$ cat config.mk
export PLATFORM = sky130hd
export DESIGN_NAME = dpy_point_ctrl
export DESIGN_NICKNAME = d
export VERILOG_FILES = /design/src/rtl/dpy_point_ctrl_pkg.sv /design/src/rtl/dpy_cmd_fifo.sv /design/src/rtl/dpy_point_ctrl.sv
export SDC_FILE = /design/constraint.sdc
export NUM_CORES = 1
export LEC_CHECK = 0
export ABC_AREA = 1
export ABC_CLOCK_PERIOD_IN_PS = 2600
export CORE_MARGIN = 3
export CORE_UTILIZATION = 55
export CTS_CLUSTER_DIAMETER = 80
export DETAILED_ROUTE_END_ITERATION = 16
export HOLD_SLACK_MARGIN = 0.03
export PLACE_DENSITY = 0.84
export SKIP_LAST_GASP = 1
export SLEW_MARGIN = 20
export SYNTH_ARGS = -nofsm -noshare
export SYNTH_HDL_FRONTEND = slang
export SYNTH_HIERARCHICAL = 1
export SYNTH_SLANG_ARGS = --single-unit
$ cat constraint.sdc
create_clock -name clk -period 2.6 [get_ports clk]
set_input_delay 0.52 -clock clk [delete_from_list [all_inputs] [get_ports clk]]
set_output_delay 0.52 -clock clk [all_outputs]
set_load 0.02 [all_outputs]
$ cat src/rtl/dpy_point_ctrl_pkg.sv
// dpy_point_ctrl_pkg
//   Shared definitions for the PDP-1 Type 30 display point controller:
//   default coordinate width, settle-counter width and controller FSM states.
package dpy_point_ctrl_pkg;

    // Screen coordinate width (10-bit signed PDP-1 coordinate -> 10-bit unsigned).
    localparam int unsigned DPY_COORD_W  = 10;

    // Settle counter width; holds SETTLE_CYCLES-1 for SETTLE_CYCLES up to 4095.
    localparam int unsigned DPY_SETTLE_W = 12;

    typedef enum logic [1:0] {
        ST_IDLE   = 2'd0,
        ST_STROBE = 2'd1,
        ST_SETTLE = 2'd2
    } dpy_state_e;

endpackage

$ cat src/rtl/dpy_cmd_fifo.sv
// dpy_cmd_fifo
//   Small synchronous command FIFO with show-ahead read data and a
//   registered full flag.
//   Ports:
//     clk, rst  : clock, synchronous active-high reset (empties the FIFO)
//     push      : write wdata (ignored while full)
//     pop       : advance read pointer (ignored while empty)
//     wdata     : write data
//     rdata     : head entry, valid whenever empty is low
//     full      : registered, occupancy == depth
//     empty     : occupancy == 0
module dpy_cmd_fifo
    import dpy_point_ctrl_pkg::*;
#(
    parameter int unsigned WIDTH   = 21,
    parameter int unsigned FIFO_AW = 2
) (
    input  logic             clk,
    input  logic             rst,
    input  logic             push,
    input  logic             pop,
    input  logic [WIDTH-1:0] wdata,
    output logic [WIDTH-1:0] rdata,
    output logic             full,
    output logic             empty
);

    localparam int unsigned       LP_DEPTH    = 1 << FIFO_AW;
    localparam logic [FIFO_AW:0]  LP_FULL_CNT = (FIFO_AW+1)'(LP_DEPTH);
    localparam logic [FIFO_AW:0]  LP_ONE      = (FIFO_AW+1)'(1);

    logic [WIDTH-1:0]   r_mem [LP_DEPTH];
    logic [FIFO_AW-1:0] r_wptr;
    logic [FIFO_AW-1:0] r_rptr;
    logic [FIFO_AW:0]   r_count;
    logic               r_full;

    logic [FIFO_AW:0]   w_count_nxt;
    logic               w_do_push;
    logic               w_do_pop;
    logic               w_empty;

    assign w_empty   = (r_count == '0);
    assign w_do_push = push && !r_full;
    assign w_do_pop  = pop && !w_empty;

    // Simultaneous push and pop leave occupancy unchanged.
    always_comb begin
        w_count_nxt = r_count;
        case ({w_do_push, w_do_pop})
            2'b10:   w_count_nxt = r_count + LP_ONE;
            2'b01:   w_count_nxt = r_count - LP_ONE;
            default: w_count_nxt = r_count;
        endcase
    end

    always_ff @(posedge clk) begin
        if (rst) begin
            r_wptr  <= '0;
            r_rptr  <= '0;
            r_count <= '0;
            r_full  <= 1'b0;
        end else begin
            if (w_do_push) begin
                r_wptr <= r_wptr + 1'b1;
            end
            if (w_do_pop) begin
                r_rptr <= r_rptr + 1'b1;
            end
            r_count <= w_count_nxt;
            r_full  <= (w_count_nxt == LP_FULL_CNT);
        end
    end

    // Storage carries no reset; validity is tracked by the pointers.
    always_ff @(posedge clk) begin
        if (w_do_push) begin
            r_mem[r_wptr] <= wdata;
        end
    end

    assign rdata = r_mem[r_rptr];
    assign full  = r_full;
    assign empty = w_empty;

endmodule

$ cat src/rtl/dpy_point_ctrl.sv
// dpy_point_ctrl
//   CPU-side producer of Type 30 display exposures. Queues dpy IOT commands,
//   converts the signed PDP-1 coordinates to unsigned screen coordinates,
//   emits one-cycle strobes with held x/y, enforces a phosphor settle time
//   and optionally returns a completion pulse.
//   Ports:
//     clk, rst     : clock, synchronous active-high reset
//     dpy_req      : one-cycle command pulse
//     dpy_wait     : command wants dpy_done on completion (sampled with dpy_req)
//     ac, io       : X in ac[17:8], Y in io[17:8] (signed)
//     dpy_ready    : FIFO not full; req accepted only while high
//     dpy_done     : one-cycle completion pulse for wait commands
//     dpy_idle     : FIFO empty and controller idle
//     dpy_overflow : sticky, a req arrived while dpy_ready was low
//     strobe, x, y : exposure pulse and screen coordinates to the raster converter
module dpy_point_ctrl
    import dpy_point_ctrl_pkg::*;
#(
    parameter int unsigned SETTLE_CYCLES = 2500,
    parameter int unsigned FIFO_AW       = 2,
    parameter int unsigned COORD_W       = DPY_COORD_W
) (
    input  logic               clk,
    input  logic               rst,
    input  logic               dpy_req,
    input  logic               dpy_wait,
    input  logic [17:0]        ac,
    input  logic [17:0]        io,
    output logic               dpy_ready,
    output logic               dpy_done,
    output logic               dpy_idle,
    output logic               dpy_overflow,
    output logic               strobe,
    output logic [COORD_W-1:0] x,
    output logic [COORD_W-1:0] y
);

    localparam int unsigned              LP_ENTRY_W     = 2 * COORD_W + 1;
    localparam logic [DPY_SETTLE_W-1:0]  LP_SETTLE_LOAD = DPY_SETTLE_W'(SETTLE_CYCLES - 1);

    dpy_state_e                r_state;
    dpy_state_e                w_state_nxt;
    logic [DPY_SETTLE_W-1:0]   r_cnt;
    logic [COORD_W-1:0]        r_x;
    logic [COORD_W-1:0]        r_y;
    logic                      r_wait;
    logic                      r_done;
    logic                      r_overflow;

    logic [COORD_W-1:0]        w_ac_c;
    logic [COORD_W-1:0]        w_io_c;
    logic [COORD_W-1:0]        w_x_cvt;
    logic [COORD_W-1:0]        w_y_cvt;
    logic [LP_ENTRY_W-1:0]     w_wdata;
    logic [LP_ENTRY_W-1:0]     w_rdata;
    logic                      w_push;
    logic                      w_pop;
    logic                      w_full;
    logic                      w_empty;
    logic                      w_unused;

    assign w_ac_c = ac[17 -: COORD_W];
    assign w_io_c = io[17 -: COORD_W];

    // Sign-flip maps signed X onto 0..max. Y additionally inverts the
    // magnitude because screen rows grow downward while PDP-1 Y grows upward.
    assign w_x_cvt = {~w_ac_c[COORD_W-1], w_ac_c[COORD_W-2:0]};
    assign w_y_cvt = {w_io_c[COORD_W-1], ~w_io_c[COORD_W-2:0]};
    assign w_wdata = {dpy_wait, w_x_cvt, w_y_cvt};

    assign w_unused = &{1'b0, ac[17-COORD_W:0], io[17-COORD_W:0]};

    assign dpy_ready = !w_full;
    assign w_push    = dpy_req && dpy_ready;

    dpy_cmd_fifo #(
        .WIDTH   (LP_ENTRY_W),
        .FIFO_AW (FIFO_AW)
    ) u_fifo (
        .clk   (clk),
        .rst   (rst),
        .push  (w_push),
        .pop   (w_pop),
        .wdata (w_wdata),
        .rdata (w_rdata),
        .full  (w_full),
        .empty (w_empty)
    );

    always_comb begin
        w_state_nxt = r_state;
        w_pop       = 1'b0;
        case (r_state)
            ST_IDLE: begin
                if (!w_empty) begin
                    w_pop       = 1'b1;
                    w_state_nxt = ST_STROBE;
                end
            end
            ST_STROBE: begin
                w_state_nxt = ST_SETTLE;
            end
            ST_SETTLE: begin
                if (r_cnt == '0) begin
                    w_state_nxt = ST_IDLE;
                end
            end
            default: begin
                w_state_nxt = ST_IDLE;
            end
        endcase
    end

    always_ff @(posedge clk) begin
        if (rst) begin
            r_state    <= ST_IDLE;
            r_cnt      <= '0;
            r_x        <= '0;
            r_y        <= '0;
            r_wait     <= 1'b0;
            r_done     <= 1'b0;
            r_overflow <= 1'b0;
        end else begin
            r_state <= w_state_nxt;
            r_done  <= 1'b0;

            if (w_pop) begin
                r_wait <= w_rdata[LP_ENTRY_W-1];
                r_x    <= w_rdata[2*COORD_W-1 -: COORD_W];
                r_y    <= w_rdata[COORD_W-1:0];
            end

            if (r_state == ST_STROBE) begin
                r_cnt <= LP_SETTLE_LOAD;
            end else if (r_state == ST_SETTLE) begin
                if (r_cnt == '0) begin
                    r_done <= r_wait;
                end else begin
                    r_cnt <= r_cnt - 1'b1;
                end
            end

            if (dpy_req && !dpy_ready) begin
                r_overflow <= 1'b1;
            end
        end
    end

    assign strobe       = (r_state == ST_STROBE);
    assign x            = r_x;
    assign y            = r_y;
    assign dpy_done     = r_done;
    assign dpy_overflow = r_overflow;
    assign dpy_idle     = w_empty && (r_state == ST_IDLE);

endmodule

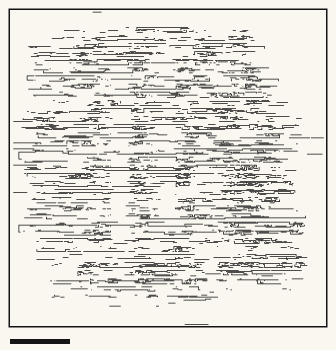
*M1 wires*
Scale bar: 20 µm.
share of all routed wire	41%
longest straight run	27.1 µm
nets with wire on the layer	597

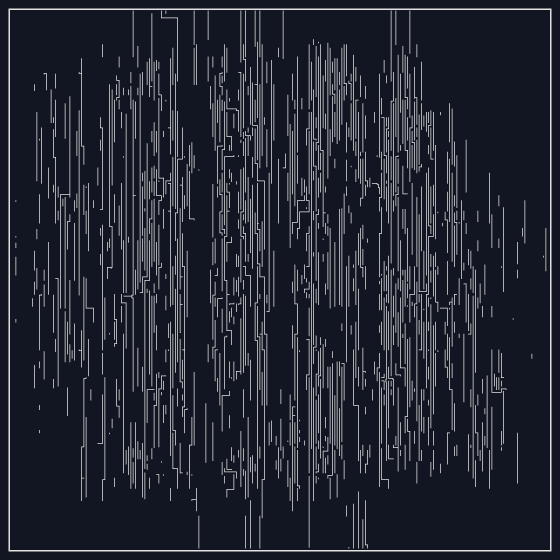
*M2 wires*
main direction	vertical
share of all routed wire	51%
met2 Use GR: 0.373
Detailed Route WL: 11800 µm
vias post-DR: 4010

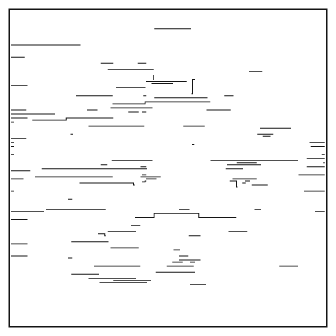
*Met3 routing*
main direction	horizontal
wire length on this layer	789 µm

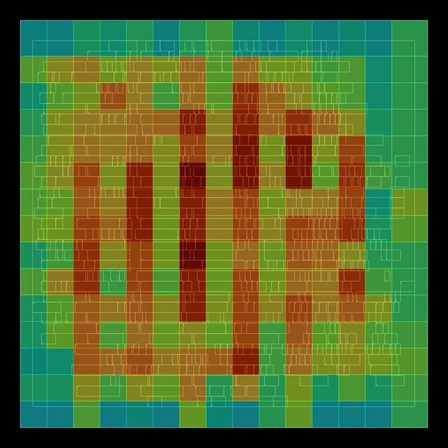
*Routing congestion map*
met1 usage: 0.271
DR WL/cell: 16.0 µm
Total Routing Usage GR: 0.222

==> flow_summary.toml <==
# synthesis and place-and-route metrics
[status]
outcome = "completed"

[pwr]
p_per_area_nw_per_um2 = 1170
p_leak_nw = 2.67
finalPower_w = 0.00783

[job]
warning_count = 49

[grt]
antenna_found_initial = 0
grt_max_degree = 43
grt_pass1_wl_um = 19400
first_global_vias = 4053

[sta]
slew_headroom = 0.466
max_freq_mhz = 404

[critical_path]
worstPathMaxFanout = 4
criticalPathCategory = "reg2out"
cp-end-kind = "output pin"

[worst_hold_path]
hold_class = "reg2reg"

[yosys]
ys.flop_type = "edfxtp_1"
yosys.area_share.adder = 0.0287
compound_area_frac = 0.104
post-synth-top-area-cell = "edfxtp_1"
yosys.area.top_type_share = 0.459
avgSynthCellArea_um2 = 10.2
post-synth-top-count-cell = "nor2_1"
synthCells = 541
xor_share = 0.00957
synth-async-reset-ratio = 0
ys_top_logic_family = "simple AND/OR/NAND/NOR gates"
simple_gate_area_frac = 0.159

[final_layout]
insertedDiodeCount = 0
register_area_um2 = 3460
syn_to_final_growth_pct = 21.9
final_common_cell = "nor2_1"
mostFrequentLayoutCells = "113 x nor2_1, 84 x edfxtp_1, 58 x nand2_1"
fill_cells = 657

[clock_tree]
cts_resized = 0
cts_setup_buffers = 0
path_clk_slew_ps = 60

[detailed_routing]
ant_nets = 0
first_pass_iters = 5

[floorplanning]
core_area_um2 = 9460

[place]
post-dp-hpwl_um = 6970
[critical path, cell delays in order, from the launching register on]
cell,delay (ps)
dfxtp_1,310
inv_1,110
nand3_2,130
inv_1,110
nand2_1,110
inv_1,70
clkdlybuf4s50_1,600
[registers in the layout (all words and copies together), names as in the netlist, 2 cells and up, named ones only]
register,count
u_fifo/r_mem,84
u_fifo/r_rptr,2
u_fifo/r_wptr,2
u_fifo/r_count,3
r_state,2
y,10
x,10
r_cnt,12
[path summary, 6_finish.rpt]
path | slack [ps] | end | from
min | 470 | dpy_overflow | dpy_overflow
max reg2reg | 380 | u_fifo/full | r_state[1]
min reg2reg | 470 | dpy_overflow | dpy_overflow
max | 120 | dpy_idle | u_fifo/r_count[1]
[power breakdown]
part	switching (W)	internal [W]	total [W]	leakage, nW
Combinational	0.00172	0.000932	0.00266	1.21
Sequential	0.000180	0.00259	0.00277	1.16
Clock	0.000898	0.00150	0.00240	0.295
Total	0.00280	0.00502	0.00783	2.67
[routing by layer]
layer  vias up  global-route usage  wire length (µm)
li1       1936                   -                 -
met1      1879               0.271              4820
met2       177               0.373              6080
met3        18              0.0601               789
met4         0              0.0944               157
met5         -                   0                 0
[stage by stage]
step | instance area [µm²] | hold slack (ps) | setup WS, ps
global route | 6690 | 499 | 6.63
global placement | 6090 | 455 | 213
detailed placement | 6090 | 467 | 170
finish | 6690 | 475 | 124
CTS | 6690 | 475 | 108
floorplan | 5490 | 420 | 411
[final cells by class]
cell class,instances,share of cell area
timing repair buffer,58,0.0867
tap,129,0.0241
clock buffer,19,0.0645
multi-input combinational,333,0.248
clock inverter,13,0.0262
inverter,57,0.0331
sequential,131,0.517
Power and IR drop assume default switching activity.
